Figure 1. M1 wires.
Bar = 100 um.
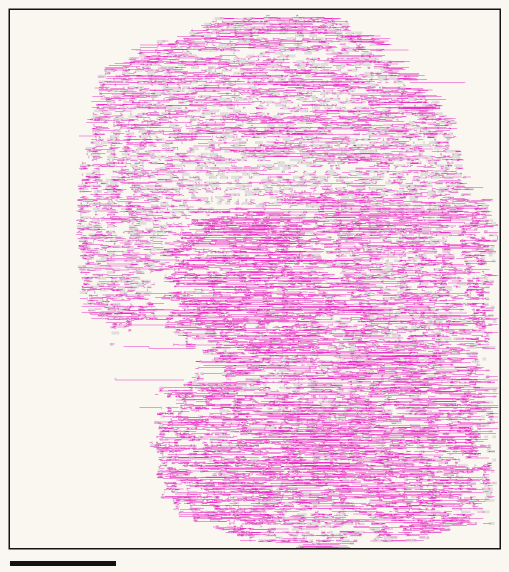
Figure 2. Metal 2.
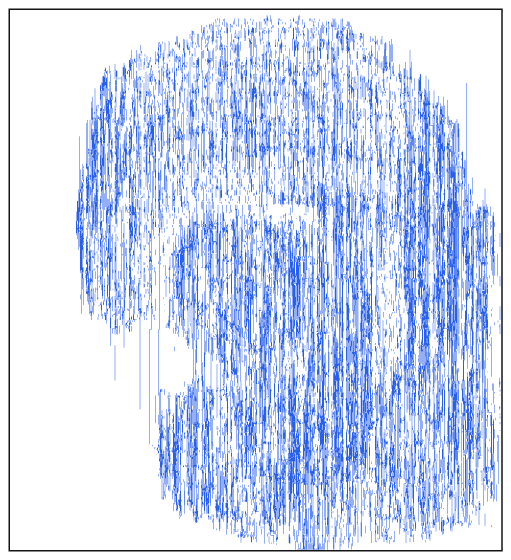
Design muldiv_sequencer, sky130hd; sources not shown.
==> results.sh <==
# source this file to load flow results
export IMPL_status="finished clean"
export IMPL_largest_class="multi-input combinational cells"
export IMPL_critical_path_buf_inv_count=8
export IMPL_path_clk_slew_ps=60
export IMPL_routed_top_layer="met5"
export IMPL_synth_cell_types=54
export IMPL_seq_area_um2=5970
export IMPL_final_setup_viol_count=0
export IMPL_grt_pass1_vias=51600
export IMPL_simple_gate_area_share_pct=22.5
export IMPL_crit_family="adder cells"
export IMPL_ys_seq_share_pct=10.4
export IMPL_nets=9137
export IMPL_top_cell_area_share_pct=39.2
export IMPL_worstPathMaxFanout=22
export IMPL_dpl_hpwl_um=194000
export IMPL_combGateArea_um2=42600
export IMPL_hold_violations=0
export IMPL_buffers=276
export IMPL_cts_resized=0
export IMPL_cts_tree="built"
export IMPL_largest_reg_flops=64
export IMPL_yosysWarningCount=6
export IMPL_first_iter_violations=3353
export IMPL_synthAdderAreaFrac_pct=44.7
export IMPL_clock_latency_ps=610
export IMPL_hold_slack_ps=184
export IMPL_most_common_cell="nand2_1"
export IMPL_met3_wirelength_um=9480
export IMPL_cp_start_kind="flip-flop"
export IMPL_comb_cells=5204
export IMPL_ctsRootBufferMaster="clkbuf_16"
export IMPL_rsz0062_at_grt="no"
export IMPL_synth_flops=238
export IMPL_critical_path_max_stage_delay_ps=700
export IMPL_route_layer_met1_wl_um=99300
export IMPL_final_layout_top_logic_cells="2220 x nand2_1, 1913 x inv_1, 1124 x fa_1"
export IMPL_finalInstanceArea_um2=63400
export IMPL_cp_slowest_cell="fa_1"
export IMPL_muxShareOfSynthArea_pct=0
export IMPL_drive_gt1_share_pct=4.58
export IMPL_initial_core_util_pct=25.2
export IMPL_tns_ps=0
export IMPL_cp_arrival_ps=8980
export IMPL_top_cells_by_count="2222 x nand2_1, 1914 x inv_1, 1126 x fa_1, 393 x nor2_1, 324 x nand3_1"
export IMPL_ant_nets=0
export IMPL_met3_usage_pct=1.60
export IMPL_fillers=25200
export IMPL_die_width_um=461
export IMPL_synth_xor_area_share_pct=1.17
export IMPL_nWellTaps=3069
export IMPL_hp_class="input port to async pin"
export IMPL_grt_usage_pct=19.8
export IMPL_slew_headroom_pct=24.3
export IMPL_r2r_slack_ps=450
export IMPL_min_period_over_period_pct=95.0
export IMPL_clock_area_share_pct=2.04
export IMPL_maxSlewViolCount=0
export IMPL_dieHeight_um=507
export IMPL_globalplace_congestion=0.933
export IMPL_tightest_slew_ps=1140
export IMPL_antenna_cells=0
export IMPL_comb_share_pct=67.3
export IMPL_utilization_pct=27.7
export IMPL_num_rows=184
export IMPL_post_cts_setup_buffers=0
export IMPL_clock_path_buffers=3
export IMPL_setup_slack_ps=450
export IMPL_port_buffer_count=108
export IMPL_synth_async_reset_ratio_pct=100
export IMPL_area_growth_pct=10.2
export IMPL_placed_area_um2=62100
export IMPL_worstSetupPathType="flip-flop to flip-flop"
export IMPL_grt_max_degree=104
export IMPL_ys_chip_area_um2=57500
export IMPL_post_drt_wl_per_cell_um=21.3
export IMPL_lay_top_count="nand2_1"
export IMPL_numClockSinks=238
export IMPL_first_pass_iters=5
export IMPL_maxCapViolations=0
export IMPL_logic_family="adder cells"
export IMPL_final_cells=10800
export IMPL_hold_buffers=0
export IMPL_die_area_um2=234000
export IMPL_grt_first_pass_wirelength_um=345000
export IMPL_edf_count=0
export IMPL_worst_path_most_repeated_cell="fa_1"
export IMPL_clockBufferCount=45
export IMPL_fmax_mhz=117
export IMPL_yosys_most_used_dff="dfrtp_1"
export IMPL_warnings=32
export IMPL_netlist_area_um2=57500
export IMPL_drc=0
export IMPL_globalRouteOverflowTotal=0
export IMPL_syn_nets=9225
export IMPL_syn_area_per_cell_um2=7.40
export IMPL_synth_top_cell_by_area="fa_1"
export IMPL_seq_cells=238
export IMPL_dpl_cell_count=10700
export IMPL_busiest_layer="met2"
export IMPL_critPathCaptureType="flip-flop"
export IMPL_pre_cts_ws_ps=308
export IMPL_period_minus_slack_ps=8550
export IMPL_wl_met2_um=115000
export IMPL_htreeDepth=2
export IMPL_cp_depth=28
export IMPL_ys_cells=7771
export IMPL_reg2reg_depth=28
export IMPL_syn_inst=7771
export IMPL_antenna_found_initial=7
export IMPL_synthAoiAreaFrac_pct=5.64
export IMPL_cts_buffers=37
export IMPL_topCellsByArea="fa_1 39%, nand2_1 14%, inv_1 12%"
export IMPL_required_ps=9430
## Picture notes: Figure 1
nets with wire on the layer: 8445
wire length on this layer: 99.3 mm
Routed WL: 230000 um
met1 Usage GRT: 26.0%
vias: 49000

## Picture notes: Figure 2
wire length on this layer: 115 mm
nets with wire on the layer: 7492
main direction: vertical
share of all routed wire: 50%
GR Util met2: 34.8%

